File: src/rtl/uart_rx_ovs.sv
// 16x-oversampling UART receiver: 2-FF synchronized line, start validation,
// 3-sample majority per bit, optional parity and stop-bit checking.
module uart_rx_ovs #(
  parameter int unsigned OVS_DIV    = 326,
  parameter bit          PARITY_EN  = 1'b0,
  parameter bit          PARITY_ODD = 1'b0
) (
  input  logic       clk,
  input  logic       rst_n,
  input  logic       RXD,
  output logic       rx_done,
  output logic [7:0] o_rx_data,
  output logic       frame_err,
  output logic       parity_err,
  output logic       rx_busy
);

  localparam int unsigned DW = (OVS_DIV > 1) ? $clog2(OVS_DIV) : 1;

  typedef enum logic [2:0] {IDLE, START, DATA, PARITY, STOP} state_t;

  state_t        state;
  logic          rxd_meta, rxd_sync, rxd_prev;
  logic [DW-1:0] div_cnt;
  logic [3:0]    s;
  logic [2:0]    bit_idx;
  logic [7:0]    shreg;
  logic          v7, v8, par_bit;
  logic          tick, fall, vote;

  assign tick = (div_cnt == DW'(OVS_DIV - 1));
  assign fall = rxd_prev & ~rxd_sync;
  // Third vote sample is the live synchronized line at s=9.
  assign vote = (v7 & v8) | (v7 & rxd_sync) | (v8 & rxd_sync);

  always_ff @(posedge clk or negedge rst_n) begin
    if (!rst_n) begin
      rxd_meta <= 1'b1;
      rxd_sync <= 1'b1;
      rxd_prev <= 1'b1;
    end else begin
      rxd_meta <= RXD;
      rxd_sync <= rxd_meta;
      rxd_prev <= rxd_sync;
    end
  end

  always_ff @(posedge clk or negedge rst_n) begin
    if (!rst_n) begin
      state      <= IDLE;
      div_cnt    <= '0;
      s          <= '0;
      bit_idx    <= '0;
      shreg      <= '0;
      v7         <= 1'b0;
      v8         <= 1'b0;
      par_bit    <= 1'b0;
      rx_done    <= 1'b0;
      o_rx_data  <= '0;
      frame_err  <= 1'b0;
      parity_err <= 1'b0;
      rx_busy    <= 1'b0;
    end else begin
      rx_done <= 1'b0;
      if (state == IDLE) begin
        div_cnt <= '0;
        s       <= '0;
        if (fall) begin
          state   <= START;
          bit_idx <= '0;
          rx_busy <= 1'b1;
        end
      end else begin
        div_cnt <= tick ? '0 : div_cnt + 1'b1;
        if (tick) begin
          s <= s + 1'b1;
          if (s == 4'd7) v7 <= rxd_sync;
          if (s == 4'd8) v8 <= rxd_sync;
          case (state)
            START: begin
              if (s == 4'd9 && vote) begin
                state   <= IDLE;
                rx_busy <= 1'b0;
              end else if (s == 4'd15) begin
                state <= DATA;
              end
            end
            DATA: begin
              if (s == 4'd9) shreg <= {vote, shreg[7:1]};
              if (s == 4'd15) begin
                bit_idx <= bit_idx + 1'b1;
                if (bit_idx == 3'd7) state <= PARITY_EN ? PARITY : STOP;
              end
            end
            PARITY: begin
              if (s == 4'd9) par_bit <= vote;
              if (s == 4'd15) state <= STOP;
            end
            STOP: begin
              // Leave at mid-stop so a start edge in its second half is caught.
              if (s == 4'd9) begin
                state      <= IDLE;
                rx_busy    <= 1'b0;
                rx_done    <= 1'b1;
                o_rx_data  <= shreg;
                frame_err  <= ~vote;
                parity_err <= PARITY_EN && ((^shreg ^ par_bit) != PARITY_ODD);
              end
            end
            default: state <= IDLE;
          endcase
        end
      end
    end
  end

endmodule
File: config.mk
export PLATFORM = sky130hd
export DESIGN_NAME = uart_rx_ovs
export DESIGN_NICKNAME = d
export VERILOG_FILES = /design/src/rtl/uart_rx_ovs.sv
export SDC_FILE = /design/constraint.sdc
export NUM_CORES = 1
export LEC_CHECK = 0
export ABC_CLOCK_PERIOD_IN_PS = 2800
export CORE_ASPECT_RATIO = 1.2
export CORE_MARGIN = 8
export CORE_UTILIZATION = 50
export DETAILED_ROUTE_END_ITERATION = 10
export GPL_TIMING_DRIVEN = 0
export HOLD_SLACK_MARGIN = 0.15
export PLACE_DENSITY = 0.71
export SLEW_MARGIN = 20
export SYNTH_ARGS = -nofsm -noshare
export SYNTH_HDL_FRONTEND = slang
export SYNTH_SLANG_ARGS = --single-unit
File: constraint.sdc
create_clock -name clk -period 2.8 [get_ports clk]
set_clock_uncertainty 0.1 [all_clocks]
set_input_delay 0.56 -clock clk [delete_from_list [all_inputs] [get_ports clk]]
set_output_delay 0.56 -clock clk [all_outputs]
set_load 0.01 [all_outputs]
==> reports/results.tsv, run 1 <==
stage	metric	value	unit
outcome	status	completed	
clock_network	# clock sinks	43	
floorplan	die width	73.5	µm
clock_network	htree depth	2	
layout	nets@finish	198	
power_and_ir_drop	Peak VDD IR	0.446	mV
synthesis	Post-synth seq share	54.4	%
sta	Tmin final	2280	ps
floorplan	fp_density	51.1	%
floorplan	FP Rows	25	
drt	vias per cell	5.28	
layout	layout cells sized above 1	21.7	%
clock_network	clk slew on worst S/H paths	80	ps
synthesis	Post-Syn Instances	166	
power_and_ir_drop	static leakage	1.09	nW
global_routing	grt total ovfl	0	
synthesis	yosys simple share	16.1	%
setup_path	CP peak stage delay	590	ps
synthesis	chip area in the Yosys report	1980	µm²
setup_path	worst path cell trace	or4b_4 > or2_4 > nor3_4 > mux2_2	
synthesis	syn_area_per_cell	11.9	µm²
layout	Multi-input gate area	840	µm²
synthesis	flops out of synthesis	43	
synthesis	Warnings, synthesis	0	
drt	Metal-1 WL	1400	µm
setup_path	CP max-delay cell	or4b_4	
drt	DRT antenna net count	0	
setup_path	R2R setup slack	520	ps
clock_network	clock buffer count from CTS	5	
synthesis	Post-synth EDFFs	0	
clock_network	clk ins delay skew pair	290	ps
synthesis	floorplan net count	176	
setup_path	CP bufs+invs	0	
-- run 1: what timing repair did --
item | CTS | global route
resized | 0 | 0
hold buffers | 1 | 0
hold endpoints to repair | 17 | 0
-- run 1: layer usage --
metal  GRT usage (%)  up-vias
met3            3.30        7
met4            4.55        0
met1            13.3      638
met2            21.3       27
met5               0        -
li1                -      610
-- run 1: metrics by stage --
step | hold slack [ps] | instances | utilization (%) | power [mW]
after global placement | 246 | 233 | 56.2 | 0.876
final | 260 | 243 | 60.1 | 1.37
after CTS | 260 | 243 | 60.1 | 1.38
after global routing | 261 | 243 | 60.1 | 1.43
after floorplan | 164 | 166 | - | 0.830
after detailed placement | 249 | 234 | 56.8 | 0.890
-- run 1: sequential cells by signal, indices dropped and copies added, names as in the netlist, 3 cells and up --
name / flops
bit_idx: 3
div_cnt: 9
o_rx_data: 8
s: 4
shreg: 8
state: 3
-- run 1: where the power goes --
group | switching, mW | internal [mW] | total, mW
sequential | 0.0458 | 0.664 | 0.709
combinational | 0.0925 | 0.0747 | 0.167
clock | 0.205 | 0.289 | 0.494
total | 0.343 | 1.03 | 1.37
-- run 1: cell families (layout without fill, tap and decap cells) --
| kind of cell | Yosys count | count (layout) |
|---|---|---|
| xor gates and xnor gates | 10 | 10 |
| other | 1 | 1 |
| and+or+nand+nor | 57 | 57 |
| AOI/OAI and AO/OA | 10 | 10 |
| muxes | 24 | 24 |
| adders and majority gates | 8 | 8 |
| DFF | 43 | 43 |
| buffers and inverters | 13 | 36 |
-- run 1: layout by cell type (no fill, tap or decap), types with 2 or more instances in the layout --
| cell | synthesis | layout |
|---|---|---|
| a211oi_1 | 2 | 2 |
| buf_2 | 1 | 2 |
| clkbuf_8 | 1 | 7 |
| clkdlybuf4s50_1 | 0 | 12 |
| dfrtp_1 | 40 | 40 |
| dfstp_2 | 3 | 3 |
| ha_1 | 7 | 7 |
| inv_1 | 9 | 9 |
| mux2_2 | 20 | 20 |
| mux2i_1 | 3 | 3 |
| nand2_1 | 10 | 10 |
| nand2b_1 | 3 | 3 |
| nand3_1 | 4 | 4 |
| nand3b_1 | 2 | 2 |
| nor2_1 | 16 | 16 |
| nor3_1 | 9 | 9 |
| nor3b_1 | 2 | 2 |
| o21ai_0 | 5 | 5 |
| xnor2_1 | 8 | 8 |
| xor2_1 | 2 | 2 |
-- run 1: how the worst max path moves through the flow --
stage / from / endpoint / slack [ps] / cells after the start
finish: div_cnt[3] / shreg[2] / 520 / 4
global route: div_cnt[3] / shreg[6] / 440 / 4
CTS: div_cnt[3] / shreg[2] / 520 / 4
detailed placement: div_cnt[3] / shreg[3] / 520 / 4
global placement: rst_n / shreg[5] / 60 / 1
floorplan: div_cnt[3] / v7 / 670 / 5
-- run 1: layout make-up --
class                           instances  share of cell area, %
Sequential cell                        43                   46.3
Multi-Input combinational cell        110                   36.0
Timing Repair Buffer                   15                   6.98
Clock buffer                            6                   3.54
Tap cell                               54                   2.90
Clock inverter                          2                   1.50
Inverter                                9                   1.45
Buffer                                  4                   1.29
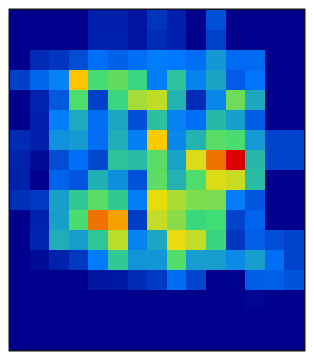
**Above:** run 1 (signal metal coverage by tile).
(4 px per µm) The die is cut into 15 by 17 equal tiles; dark blue is low, red is high, scaled to the fullest tile. Values are wire area over tile area, all layers added.
The emptiest ninth of the die: bottom left. The fullest tile reaches 0.42. 13% of the tiles are over half the peak. 35% of the tiles are nearly empty. The mean over all tiles is 0.085. The densest ninth of the die: middle.
vias after detailed routing: 1282
GRT Overall Usage: 12.2%

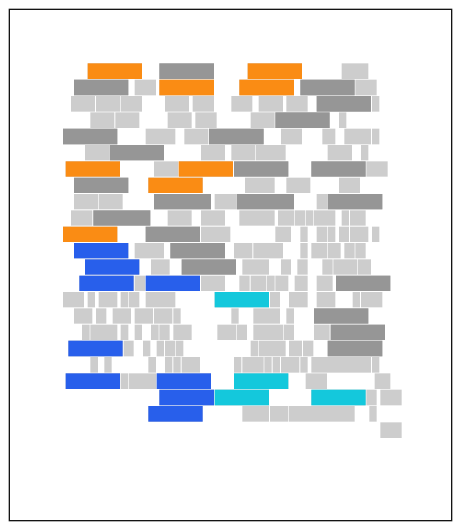
**Above:** run 1 (sequential cells grouped by signal name).
(6 px per µm) Other sequential cells in the stronger grey, the rest of the logic in the fainter grey.
Key: div_cnt = blue [placed flops 9]; s = cyan [placed flops 4, where bottom middle]; o_rx_data = orange [placed flops 8]
Another 22 sequential cells are not coloured.
Flop area: 1080 µm²
final core occ: 60.1%

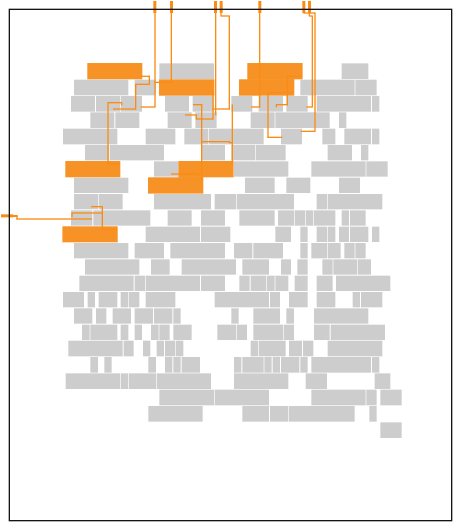
**Above:** run 1 (wires at chosen ports, followed through buffers).
(6 px per µm)
Key: o_rx_data = orange [bits 8, direction output, edge 7 top, 1 left, end cells 8, buffers 8, wire 250 µm]
PortBufs: 13
I/O pin cnt: 15

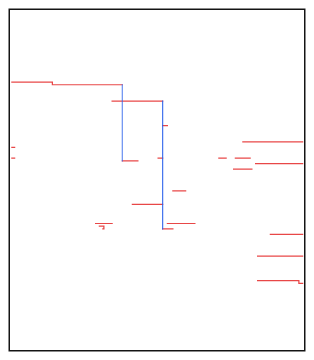
**Above:** run 1 (wiring by layer).
(4 px per µm) Only two layers are drawn.
Key: met3 = red [wire length 143 µm]; met4 = blue [wire length 51.0 µm]
Wirelength per Cell: 14.0 µm
drt total wl: 3410 µm

## Run 2: what changed since run 1
--- a/config.mk
+++ b/config.mk
@@ -5,7 +5,7 @@
 export SDC_FILE = /design/constraint.sdc
 export NUM_CORES = 1
 export LEC_CHECK = 0
-export ABC_CLOCK_PERIOD_IN_PS = 2800
+export ABC_CLOCK_PERIOD_IN_PS = 2200
 export CORE_ASPECT_RATIO = 1.2
 export CORE_MARGIN = 8
 export CORE_UTILIZATION = 50
==> constraint.sdc (replaced) <==
create_clock -name clk -period 2.2 [get_ports clk]
set_clock_uncertainty 0.1 [all_clocks]
set_input_delay 0.44 -clock clk [delete_from_list [all_inputs] [get_ports clk]]
set_output_delay 0.44 -clock clk [all_outputs]
set_load 0.01 [all_outputs]
==> run 2 against run 1 <==
Clock power grew 27%. Cell area grew 4.3%. Critical endpoint is now v7. Sequential share of layout area shrank 1.9 points. Worst setup slack lost 480 ps. Non-clock buffer count grew 8. Final cell count grew 3.3%. Largest power group unchanged. Die area is the same.
==> reports/results.tsv, run 2 <==
stage	metric	value	unit	change
layout	Largest regs	div_cnt x9, o_rx_data x8, shreg x8		
drt	vias per cell	5.22		-1.0%
floorplan	FP Rows	25		unchanged
synthesis	syn_area_per_cell	11.9	µm²	unchanged
sta	Tmin final	2160	ps	-122 ps
drt	Wirelength per Cell	14.2	µm	+1.4%
power_and_ir_drop	Net Sw Frac	25.2	%	+0.13 points
power_and_ir_drop	P_sw	0.455	mW	+33%
power_and_ir_drop	static leakage	1.13	nW	+3.4%
synthesis	flops out of synthesis	43		unchanged
power_and_ir_drop	Peak VDD IR	0.542	mV	+22%
place	PortBufs	13		unchanged
setup_path	R2R setup slack	40	ps	-480 ps
drt	DRT antenna net count	0		unchanged
clock_network	CTS max path bufs	2		
synthesis	Warnings, synthesis	0		unchanged
sta	Final Max Slew Viols	0		
layout	nets@finish	206		+4.0%
clock_network	clk ins delay skew pair	290	ps	about the same
layout	max reg flops	9		unchanged
power_and_ir_drop	Comb pwr share	15.6	%	+3.4 points
synthesis	chip area in the Yosys report	1980	µm²	unchanged
floorplan	core area	3880	µm²	
layout	Top Layout Cells	dfrtp_1 (39), mux2_2 (20), nor2_1 (16)		
power_and_ir_drop	Flop pwr share	49.7	%	-2.1 points
outcome	status	completed		
synthesis	floorplan net count	176		unchanged
drt	drt total wl	3570	µm	+4.7%
global_routing	grt total ovfl	0		unchanged
synthesis	Post-synth seq share	54.4	%	unchanged
synthesis	Post-synth EDFFs	0		unchanged
floorplan	fp_density	51.1	%	unchanged
layout	layout cells sized above 1	26.9	%	+5.2 points
clock_network	clk slew on worst S/H paths	80	ps	about the same
power_and_ir_drop	Clock power frac	34.7	%	-1.3 points
power_and_ir_drop	total power	1.81	mW	+32%
drt	vias after detailed routing	1311		+2.3%
sta	hold slack	260	ps	+0.405 ps
global_routing	GRT Overall Usage	12.3	%	+0.12 points
layout	Largest Register	div_cnt		
[run 2: layout make-up]
| cell class | count | area (µm²) | share of cell area (%) |
|---|---|---|---|
| repair buffers | 23 | 235 | 9.67 |
| inverters | 9 | 33.8 | 1.39 |
| clock inverters | 2 | 35.0 | 1.44 |
| clock buffers | 6 | 82.6 | 3.40 |
| multi-input cells | 110 | 867 | 35.6 |
| plain buffers | 4 | 30.0 | 1.23 |
| flip-flops and latches | 43 | 1080 | 44.4 |
| well taps | 54 | 67.6 | 2.78 |
[run 2: worst paths after layout]
path | startpoint | to | cells past startpoint
min reg2reg | rxd_meta | rxd_sync | 0
max in group asynchronous | rst_n | rxd_meta | 3
min in group asynchronous | rst_n | state[0] | 2
min | rxd_meta | rxd_sync | 0
max | div_cnt[5] | v7 | 5
max reg2reg | div_cnt[5] | v7 | 5
[run 2: metal layers]
| layer | wire length (µm) | global-route usage, % | vias up |
|---|---|---|---|
| li1 | - | - | 622 |
| met1 | 1450 | 13.7 | 657 |
| met2 | 1910 | 21.2 | 25 |
| met3 | 152 | 3.30 | 7 |
| met4 | 50 | 4.92 | 0 |
| met5 | 0 | 0 | - |
[run 2: cells by family after synthesis]
kind of cell | synth area share, %
AND/OR/NAND/NOR | 16.1
flip-flops | 54.4
adder cells (fa/ha/maj) | 4.92
other | 0.189
XOR/XNOR | 4.42
buffers and inverters | 3.22
multiplexers | 13.4
AND-OR/OR-AND | 3.28
[run 2: critical path, cell delays in order, from the launching register on]
cell and delay (ps):
dfrtp_1 390, or4b_4 560, or2_4 260, clkbuf_8 170, nor4_4 240, mux2_4 330
[run 2: metrics by stage]
| stage | std cells | area [µm²] |
|---|---|---|
| global placement | 233 | 2180 |
| detailed placement | 234 | 2200 |
| global route | 251 | 2430 |
| floorplan | 166 | 1980 |
| finish | 251 | 2430 |
| CTS | 246 | 2360 |
[run 2: what timing repair did]
action	in CTS	in global routing
buffers inserted	3	5
hold endpoints to repair	17	0
setup endpoints to repair	12	21
hold buffers	1	0
pin swaps	1	2
gates resized	1	5
[run 2: power by group through the flow]
| stage | sequential, mW | clock (mW) | combinational [mW] |
|---|---|---|---|
| finish | 0.898 | 0.628 | 0.282 |
| global route | 0.906 | 0.668 | 0.313 |
| CTS | 0.894 | 0.641 | 0.248 |
| detailed placement | 0.920 | 0 | 0.212 |
| global placement | 0.914 | 0 | 0.201 |
| floorplan | 0.908 | 0 | 0.149 |
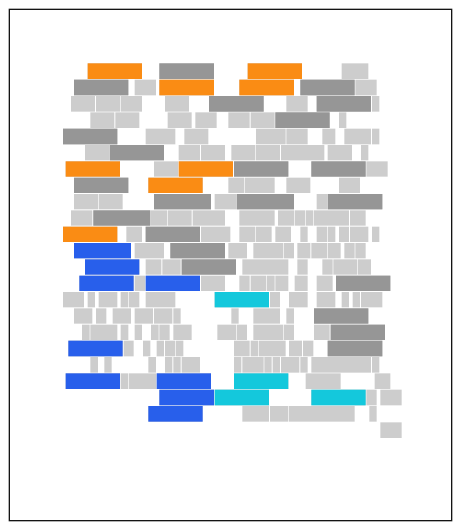
**Above:** run 2 (sequential cells grouped by signal name).
(6 px per µm) Other sequential cells in the stronger grey, the rest of the logic in the fainter grey.
Key: o_rx_data = orange [placed flops 8]; div_cnt = blue [placed flops 9]; s = cyan [placed flops 4, where bottom middle]
fraction of area in registers: 44.4%
sequential power: 0.898 mW
Flop area: 1080 µm²
final core occ: 62.7%

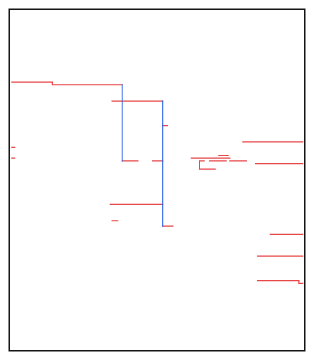
**Above:** run 2 (wiring by layer).
(4 px per µm) Only two layers are drawn.
Key: met4 = blue [wire length 50.3 µm]; met3 = red [wire length 152 µm]

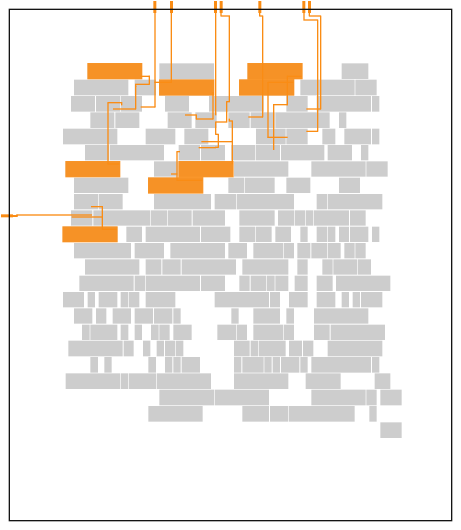
**Above:** run 2 (wires at chosen ports, followed through buffers).
(6 px per µm)
Key: o_rx_data = orange [bits 8, direction output, edge 7 top, 1 left, end cells 8, buffers 8, wire 264 µm]

## Run 3: what changed since run 2
--- a/config.mk
+++ b/config.mk
@@ -6,13 +6,14 @@
 export NUM_CORES = 1
 export LEC_CHECK = 0
 export ABC_CLOCK_PERIOD_IN_PS = 2200
+export CAP_MARGIN = 20
 export CORE_ASPECT_RATIO = 1.2
 export CORE_MARGIN = 8
-export CORE_UTILIZATION = 50
+export CORE_UTILIZATION = 45
 export DETAILED_ROUTE_END_ITERATION = 10
 export GPL_TIMING_DRIVEN = 0
 export HOLD_SLACK_MARGIN = 0.15
-export PLACE_DENSITY = 0.71
+export PLACE_DENSITY = 0.65
 export SLEW_MARGIN = 20
 export SYNTH_ARGS = -nofsm -noshare
 export SYNTH_HDL_FRONTEND = slang
==> run 3 against run 2 <==
Die area grew 8.8%. Global-route usage shrank 0.12 points. Utilization shrank 5.8 points. Largest cell class unchanged.
==> reports/results.tsv, run 3 <==
stage	metric	value	unit	change
global_routing	pin count of the biggest net entering global routing	26		
layout	Design Area, Final	2420	µm²	-0.31%
synthesis	syn_area_per_cell	11.9	µm²	unchanged
drt	DRT antenna net count	0		unchanged
synthesis	yosys xor share	4.42	%	unchanged
clock_network	CTS max path bufs	2		unchanged
outcome	status	completed		
synthesis	yosys simple share	16.1	%	unchanged
drt	vias per cell	5.14		-1.6%
synthesis	Top logic family	simple AND/OR/NAND/NOR gates		
place	pre-CTS setup slack	-84.1	ps	
synthesis	Async S/R FF share, synth	100	%	
place	Post-DP Area	2210	µm²	+0.11%
layout	Non-Filler Instances	252		+0.40%
synthesis	mux share	13.4	%	unchanged
place	RD Place Congestion	0.834		
sta	Final Max Slew Viols	0		unchanged
setup_path	Worst setup EP type	flop		
floorplan	Die H	88.7	µm	
synthesis	Post-synth EDFFs	0		unchanged
place	Post-Place Cells	236		+0.85%
sta	Tmin final	2170	ps	+11.9 ps
synthesis	Warnings, synthesis	0		unchanged
drt	vias after detailed routing	1295		-1.2%
synthesis	chip area in the Yosys report	1980	µm²	unchanged
sta	max_slew headroom	63.2	%	
layout	nets@finish	205		-0.49%
global_routing	grt total ovfl	0		unchanged
synthesis	ao+oa area frac	3.28	%	unchanged
layout	layout cells sized above 1	27.0	%	+0.14 points
synthesis	fa+ha+maj area frac	4.92	%	unchanged
layout	max reg flops	9		unchanged
power_and_ir_drop	static leakage	1.10	nW	-1.9%
power_and_ir_drop	Peak VDD IR	0.393	mV	-28%
floorplan	FP Rows	26		+4.0%
layout	Largest regs	div_cnt x9, o_rx_data x8, shreg x8		
sta	Final setup violation count	0		
place	PortBufs	13		unchanged
synthesis	floorplan net count	176		unchanged
clock_network	clk slew on worst S/H paths	80	ps	about the same
floorplan	fp_density	46.5	%	-4.6 points
synthesis	flops out of synthesis	43		unchanged
clock_network	clk ins delay skew pair	300	ps	about the same
layout	Largest Register	div_cnt		
synthesis	Post-synth seq share	54.4	%	unchanged
layout	Top Layout Cells	dfrtp_1 (40), mux2_2 (19), nor2_1 (16)		
run 3: cell counts after synthesis:
Identical to the previous run, type by type.
run 3: kinds of logic (layout without fill, tap and decap cells):
family	after synthesis	in the layout
buf+inv	13	43
mux	24	24
compound gates	10	10
simple gates	57	57
other cells	1	1
fa+ha+maj	8	8
xor+xnor	10	10
flops	43	43
run 3: metrics by stage:
step	utilization [%]	power (mW)	setup TNS [ps]	hold WS (ps)
6_report	56.9	1.67	0	259
5_1_grt	56.9	1.77	-10.3	264
4_1_cts	55.5	1.68	0	260
3_5_place_dp	51.8	1.14	-771	247
3_3_place_gp	51.2	1.12	-17390	248
2_1_floorplan	-	1.06	0	44.4
run 3: layout make-up:
class | count | area, µm²
Inverter | 9 | 33.8
Tap cell | 56 | 70.1
Clock buffer | 5 | 68.8
Multi-Input combinational cell | 110 | 890
Timing Repair Buffer | 22 | 228
Clock inverter | 3 | 23.8
Buffer | 4 | 31.3
Fill cell | 366 | 1840
Sequential cell | 43 | 1080
run 3: what timing repair did:
| item | 4_1_cts | 5_1_grt |
|---|---|---|
| endpoints found under the hold margin | 18 | 0 |
| pin swaps | 2 | 1 |
| setup endpoints to repair | 20 | 12 |
| hold buffers | 1 | 0 |
| resized | 4 | 6 |
| setup buffers | 5 | 2 |
run 3: worst paths after layout:
check,startpoint,endpoint,slack [ps],depth (start not counted)
min in group asynchronous,rst_n,rx_done,530,2
max,div_cnt[3],v7,30,5
min reg2reg,rxd_meta,rxd_sync,260,0
min,rxd_meta,rxd_sync,260,0
max in group asynchronous,rst_n,rxd_prev,920,3
max reg2reg,div_cnt[3],v7,30,5
run 3: critical path, cell delays in order (launching register included):
cell     delay [ps]
dfrtp_1         390
or4b_4          580
or2_4           280
buf_8           150
nor4_4          240
mux2_4          320
run 3: routing by layer:
layer | GRT usage (%) | routed length, µm | vias up
met5 | 0 | 0 | -
met4 | 6.48 | 36 | 0
met3 | 3.86 | 149 | 4
met2 | 21.5 | 2050 | 18
met1 | 12.8 | 1530 | 649
li1 | - | - | 624
run 3: where the power goes:
group / switching [mW] / internal [mW]
sequential: 0.0466 / 0.844
combinational: 0.151 / 0.126
clock: 0.275 / 0.227
total: 0.473 / 1.20
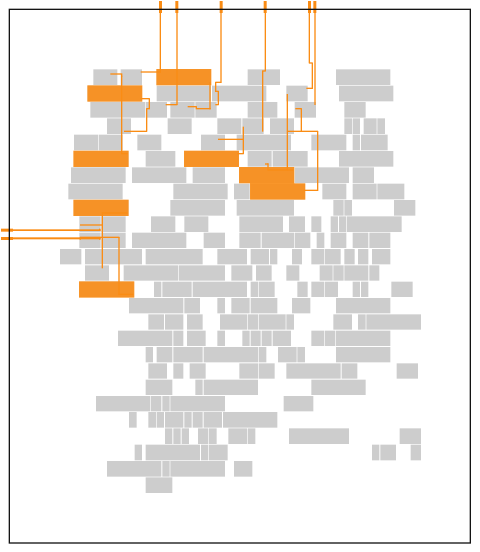
**Above:** run 3 (wires at chosen ports, followed through buffers).
(6 px per µm)
Key: o_rx_data = orange [bits 8, direction output, edge 6 top, 2 left, end cells 8, buffers 8, wire 248 µm]

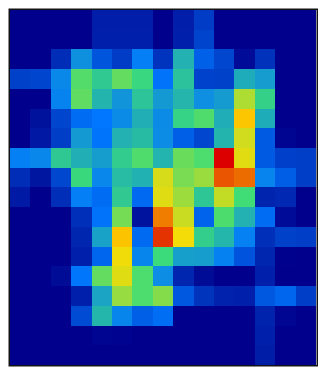
**Above:** run 3 (signal metal coverage by tile).
(4 px per µm) The die is cut into 15 by 18 equal tiles; dark blue is low, red is high, scaled to the fullest tile. Values are wire area over tile area, all layers added.
The emptiest ninth of the die: bottom right. 13% of the tiles are over half the peak. The densest ninth of the die: middle. The mean over all tiles is 0.086.
GRT Overall Usage: 12.2%
drt total wl: 3770 µm
Wirelength per Cell: 15.0 µm

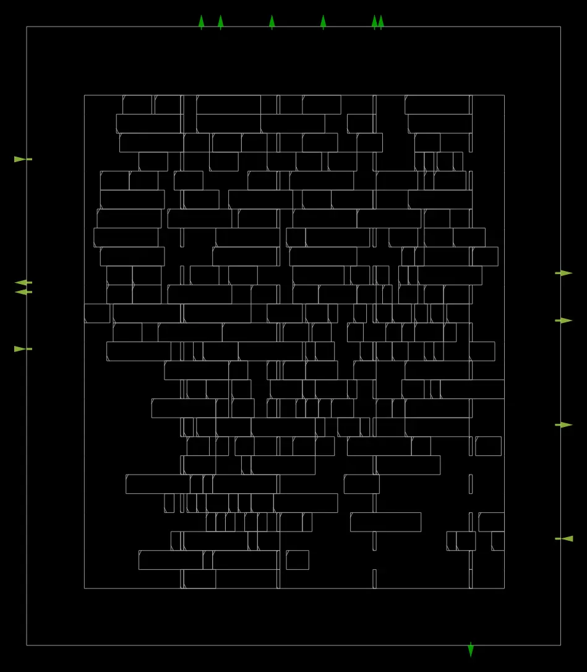
**Above:** run 3 (cell outlines without signal wires).
fill count: 366
fraction of area in registers: 44.5%
Seq cells: 43
core area: 4260 µm²

No activity file was given, so power comes from the tool's default toggle rates.
